--- src/rtl/mips_hazard_scoreboard_pkg.sv ---
// Shared decode types and instruction classification helpers for the
// issue-stage register scoreboard.
package mips_hazard_scoreboard_pkg;

  typedef enum logic [3:0] {
    UNIMPLEMENTED_INSTRUCTION,
    NOP,
    ADDU,
    SUBU,
    AAND,
    OOR,
    SLT,
    SW,
    LW,
    ADDIU,
    ORI,
    LUI,
    BEQ,
    J,
    JAL,
    JR
  } Instruction;

  localparam int SB_REG_COUNT    = 32;
  localparam int SB_ALU_LATENCY  = 3;
  localparam int SB_LOAD_LATENCY = 4;
  localparam int SB_FORWARD      = 1;
  localparam int SB_STAT_W       = 32;

  function automatic logic WriteRegisterFile(input Instruction ins);
    case (ins)
      ADDU, SUBU, AAND, OOR, SLT, LW, ADDIU, ORI, LUI, JAL: return 1'b1;
      default:                                              return 1'b0;
    endcase
  endfunction

  function automatic logic LoadInstruction(input Instruction ins);
    return ins == LW;
  endfunction

  function automatic logic ReadsRs(input Instruction ins);
    case (ins)
      ADDU, SUBU, AAND, OOR, SLT, SW, LW, ADDIU, ORI, BEQ, JR: return 1'b1;
      default:                                                 return 1'b0;
    endcase
  endfunction

  function automatic logic ReadsRt(input Instruction ins);
    case (ins)
      ADDU, SUBU, AAND, OOR, SLT, SW, BEQ: return 1'b1;
      default:                             return 1'b0;
    endcase
  endfunction

endpackage

--- src/rtl/mips_hazard_scoreboard_entry.sv ---
// One architectural register's in-flight write: cycles left until writeback
// and whether the producer is a load.
module mips_hazard_scoreboard_entry #(
  parameter int CNT_W = 3
) (
  input  logic             i_clock,
  input  logic             i_reset,
  input  logic             i_alloc,
  input  logic [CNT_W-1:0] i_alloc_lat,
  input  logic             i_alloc_load,
  output logic [CNT_W-1:0] o_cnt,
  output logic             o_is_load
);

  logic [CNT_W-1:0] r_cnt;
  logic             r_is_load;

  // A fresh allocation wins over the background countdown.
  always_ff @(posedge i_clock or posedge i_reset) begin
    if (i_reset) begin
      r_cnt     <= '0;
      r_is_load <= 1'b0;
    end else if (i_alloc) begin
      r_cnt     <= i_alloc_lat;
      r_is_load <= i_alloc_load;
    end else if (r_cnt != '0) begin
      r_cnt <= r_cnt - CNT_W'(1);
    end
  end

  assign o_cnt     = r_cnt;
  assign o_is_load = r_is_load;

endmodule

--- src/rtl/mips_hazard_scoreboard.sv ---
// Decode/issue interlock: tracks pending register writes and stalls the
// decoded instruction on RAW or WAW conflicts, counting stalled cycles.
module mips_hazard_scoreboard
  import mips_hazard_scoreboard_pkg::*;
#(
  parameter int REG_COUNT    = SB_REG_COUNT,
  parameter int ALU_LATENCY  = SB_ALU_LATENCY,
  parameter int LOAD_LATENCY = SB_LOAD_LATENCY,
  parameter int FORWARD      = SB_FORWARD,
  parameter int STAT_W       = SB_STAT_W
) (
  input  logic                           i_clock,
  input  logic                           i_reset,
  input  logic                           i_issue_valid,
  input  Instruction                     i_issue_ins,
  input  logic [$clog2(REG_COUNT)-1:0]   i_issue_rs,
  input  logic [$clog2(REG_COUNT)-1:0]   i_issue_rt,
  input  logic [$clog2(REG_COUNT)-1:0]   i_issue_dst,
  output logic                           o_stall,
  output logic [REG_COUNT-1:0]           o_busy_mask,
  output logic [$clog2(REG_COUNT+1)-1:0] o_pending_count,
  output logic [STAT_W-1:0]              o_stall_cycles
);

  localparam int REG_W  = $clog2(REG_COUNT);
  localparam int CNT_W  = $clog2(LOAD_LATENCY + 1);
  localparam int PEND_W = $clog2(REG_COUNT + 1);
  localparam logic [CNT_W-1:0] ALU_LAT  = CNT_W'(ALU_LATENCY);
  localparam logic [CNT_W-1:0] LOAD_LAT = CNT_W'(LOAD_LATENCY);

  logic [CNT_W-1:0]     w_cnt [REG_COUNT];
  logic [REG_COUNT-1:0] w_is_load;
  logic [REG_COUNT-1:0] w_alloc;
  logic [REG_COUNT-1:0] w_busy;
  logic [REG_COUNT-1:0] w_busy_next;
  logic                 w_writes;
  logic                 w_is_ld;
  logic [CNT_W-1:0]     w_new_lat;
  logic                 w_rs_pending;
  logic                 w_rt_pending;
  logic                 w_raw_rs;
  logic                 w_raw_rt;
  logic                 w_waw;
  logic                 w_stall;
  logic                 w_accept;

  logic [PEND_W-1:0]    r_pending;
  logic [STAT_W-1:0]    r_stall_cycles;

  assign w_writes  = WriteRegisterFile(i_issue_ins) && (i_issue_dst != '0);
  assign w_is_ld   = LoadInstruction(i_issue_ins);
  assign w_new_lat = w_is_ld ? LOAD_LAT : ALU_LAT;

  // With bypassing only a load still in its first cycle cannot feed a consumer.
  assign w_rs_pending = (FORWARD != 0) ? (w_is_load[i_issue_rs] && (w_cnt[i_issue_rs] == LOAD_LAT))
                                       : (w_cnt[i_issue_rs] != '0);
  assign w_rt_pending = (FORWARD != 0) ? (w_is_load[i_issue_rt] && (w_cnt[i_issue_rt] == LOAD_LAT))
                                       : (w_cnt[i_issue_rt] != '0);

  assign w_raw_rs = ReadsRs(i_issue_ins) && (i_issue_rs != '0) && w_rs_pending;
  assign w_raw_rt = ReadsRt(i_issue_ins) && (i_issue_rt != '0) && w_rt_pending;
  assign w_waw    = w_writes && (w_cnt[i_issue_dst] >= w_new_lat);

  assign w_stall  = i_issue_valid && !i_reset && (w_raw_rs || w_raw_rt || w_waw);
  assign w_accept = i_issue_valid && !w_stall;

  assign w_cnt[0]     = '0;
  assign w_is_load[0] = 1'b0;
  assign w_alloc[0]   = 1'b0;

  for (genvar r = 1; r < REG_COUNT; r++) begin : g_entry
    assign w_alloc[r] = w_accept && w_writes && (i_issue_dst == REG_W'(r));

    mips_hazard_scoreboard_entry #(
      .CNT_W (CNT_W)
    ) u_entry (
      .i_clock      (i_clock),
      .i_reset      (i_reset),
      .i_alloc      (w_alloc[r]),
      .i_alloc_lat  (w_new_lat),
      .i_alloc_load (w_is_ld),
      .o_cnt        (w_cnt[r]),
      .o_is_load    (w_is_load[r])
    );
  end

  // Next-cycle occupancy lets the pending count stay in step with the counters.
  always_comb begin
    w_busy      = '0;
    w_busy_next = '0;
    for (int r = 0; r < REG_COUNT; r++) begin
      w_busy[r]      = (w_cnt[r] != '0);
      w_busy_next[r] = w_alloc[r] || (w_cnt[r] > CNT_W'(1));
    end
  end

  always_ff @(posedge i_clock or posedge i_reset) begin
    if (i_reset) begin
      r_pending      <= '0;
      r_stall_cycles <= '0;
    end else begin
      r_pending <= PEND_W'($countones(w_busy_next));
      if (w_stall && (r_stall_cycles != '1)) begin
        r_stall_cycles <= r_stall_cycles + STAT_W'(1);
      end
    end
  end

  assign o_stall         = w_stall;
  assign o_busy_mask     = w_busy;
  assign o_pending_count = r_pending;
  assign o_stall_cycles  = r_stall_cycles;

endmodule

--- config.mk ---
export PLATFORM = sky130hd
export DESIGN_NAME = mips_hazard_scoreboard
export DESIGN_NICKNAME = d
export VERILOG_FILES = /design/src/rtl/mips_hazard_scoreboard_pkg.sv /design/src/rtl/mips_hazard_scoreboard_entry.sv /design/src/rtl/mips_hazard_scoreboard.sv
export SDC_FILE = /design/constraint.sdc
export NUM_CORES = 1
export LEC_CHECK = 0
export CORE_UTILIZATION = 40
export DETAILED_ROUTE_END_ITERATION = 6
export PLACE_DENSITY_LB_ADDON = 0.2
export SYNTH_ARGS = -nofsm -noshare
export SYNTH_HDL_FRONTEND = slang
export SYNTH_SLANG_ARGS = --single-unit
--- constraint.sdc ---
create_clock -name i_clock -period 7.8 [get_ports i_clock]
set_clock_uncertainty 0.05 [all_clocks]
set_input_delay 1.56 -clock i_clock [delete_from_list [all_inputs] [get_ports i_clock]]
set_output_delay 1.56 -clock i_clock [all_outputs]
set_load 0.05 [all_outputs]
Clock nets:
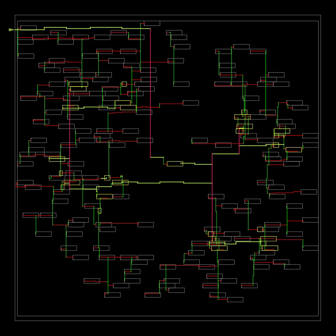
flip-flops: 162
insertion delay at the late pin of the worst-skew pair: 0.45 ns
clkbuf count: 17
number of CTS-inserted buffers: 17

Cells by drive strength:
Scale bar: 50 µm.
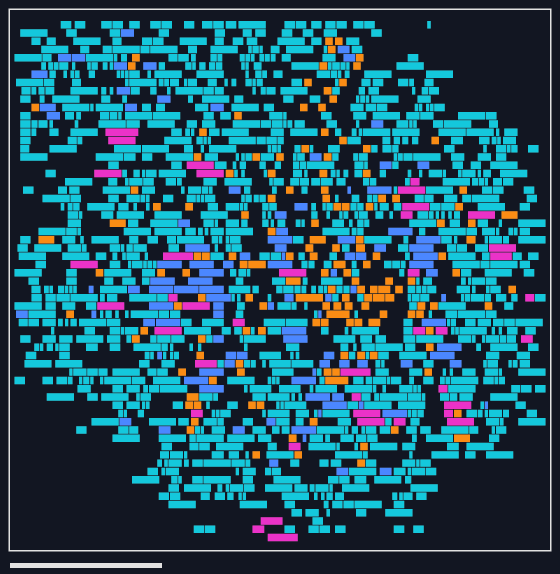
- x1 and smaller: cyan (cells 1,108; share 79%)
- x2: blue (cells 104; share 7.4%)
- x3 and x4: orange (cells 146; share 10%)
- x6 and larger: magenta (cells 40; share 2.9%)

Sequential cells grouped by signal name:
Scale bar: 50 µm. Other cells in gray.
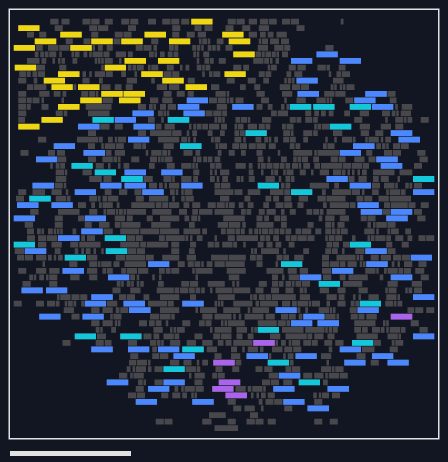
- g_entry.u_entry.o_is_load: cyan (flops 31)
- o_pending_count: purple (flops 6; where bottom middle)
- g_entry.u_entry.o_cnt: blue (flops 93; where all over the die)
- o_stall_cycles: yellow (flops 32)

==> summary.log <==
INFO  run_status     result_of_the_run=finished with violations
INFO  run_status     violations=negative setup slack
INFO  final_timing   setup_viol_count_final=6
INFO  yosys          syn_inst=1,195
INFO  final_timing   final_critical_path_setup_slack=-0.599ns
INFO  critical_path  worstReg2RegEnd=o_pending_count[4]
INFO  yosys          netlist_area=0.0123mm²
INFO  final_layout   layout.cells.non_filler=1,788
INFO  yosys          synth.largest_area_cell=sky130_fd_sc_hd__dfrtp_1
INFO  place          placement.io_buffers=91
INFO  floorplanning  floorplan.rows=63
INFO  min_path       hp-class=flop to flop
INFO  job            warnings=92
INFO  clock_tree     clock_tree.buffer_depth=2
INFO  critical_path  slowest_stage=sky130_fd_sc_hd__fa_2
INFO  job            total_of_max_cap_violations=0
INFO  yosys          yosys.cell_count.top_type=sky130_fd_sc_hd__dfrtp_1
INFO  yosys          synthDominantCellAreaShare=0.329
INFO  final_layout   layout.area.seq=0.00405mm²
INFO  place          placed_insts=1,746
INFO  critical_path  count_of_buffer_and_inverter_cells_on_the_critical_path=6
INFO  final_timing   unrepaired_setup_endpoints_after_global_routing=yes
Metal layers overlaid:
Scale bar: 50 µm.
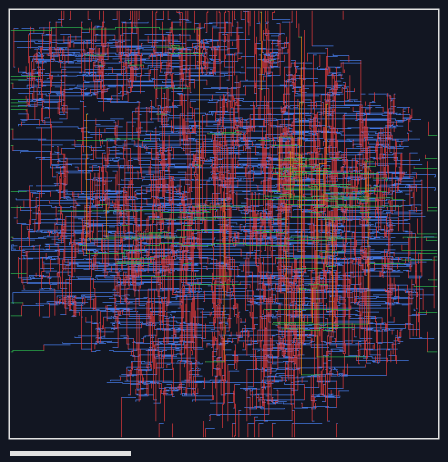
- M3: green (wire length 1,690 µm)
- M1: blue (wire length 15,700 µm)
- M4: orange (wire length 837 µm)
- M2: red (wire length 16,300 µm)
Total GRT Usage: 0.228
wire length per cell: 19.4 µm

Nets reached from selected ports:
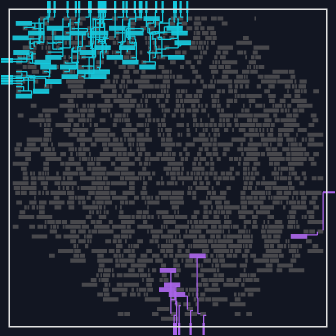
- o_pending_count: purple (bits 6; direction output; end cells 6; buffers 6; wire 173 µm)
- o_stall_cycles: cyan (bits 32; direction output; end cells 32; buffers 32; wire 1,290 µm)

## timing repair
item | 4_1_cts | 5_1_grt
hold buffers | 0 | 0
cloned | 2 | 1
resized | 39 | 6
setup endpoints to repair | 6 | 6
buffers inserted | 6 | 2
pin swaps | 16 | 4
## cells by family after synthesis
group | Yosys count | share of synthesized area
compound gates | 109 | 0.0543
xor+xnor | 65 | 0.0462
fa+ha+maj | 129 | 0.145
buf+inv | 152 | 0.0497
flops | 162 | 0.329
mux | 198 | 0.193
other cells | 1 | 0.000304
simple gates | 379 | 0.182
## registers in the layout, indices dropped and copies added, names as in the netlist
signal,count
o_stall_cycles,32
o_pending_count,6
g_entry.u_entry.o_is_load,31
g_entry.u_entry.o_cnt,93
## final cells by class
cell class | count | area share
flip-flops and latches | 162 | 0.265
multi-input cells | 881 | 0.507
inverters | 94 | 0.0234
well taps | 390 | 0.0319
repair buffers | 230 | 0.136
clock buffers | 17 | 0.0278
clock inverters | 14 | 0.00843
## per-layer routing
layer | global-route usage | up-vias
met1 | 0.311 | 4818
met2 | 0.368 | 257
met3 | 0.0390 | 49
met5 | 0 | -
li1 | - | 4570
met4 | 0.0726 | 0
## stage by stage
step	area, µm²	TNS, ns	utilization
global placement	14500	-8.09	0.483
detailed placement	14500	-8.81	0.483
finish	15300	-2.81	0.510
floorplan	12400	-4.47	-
CTS	15200	-2.57	0.509
global route	15300	-4.30	0.510
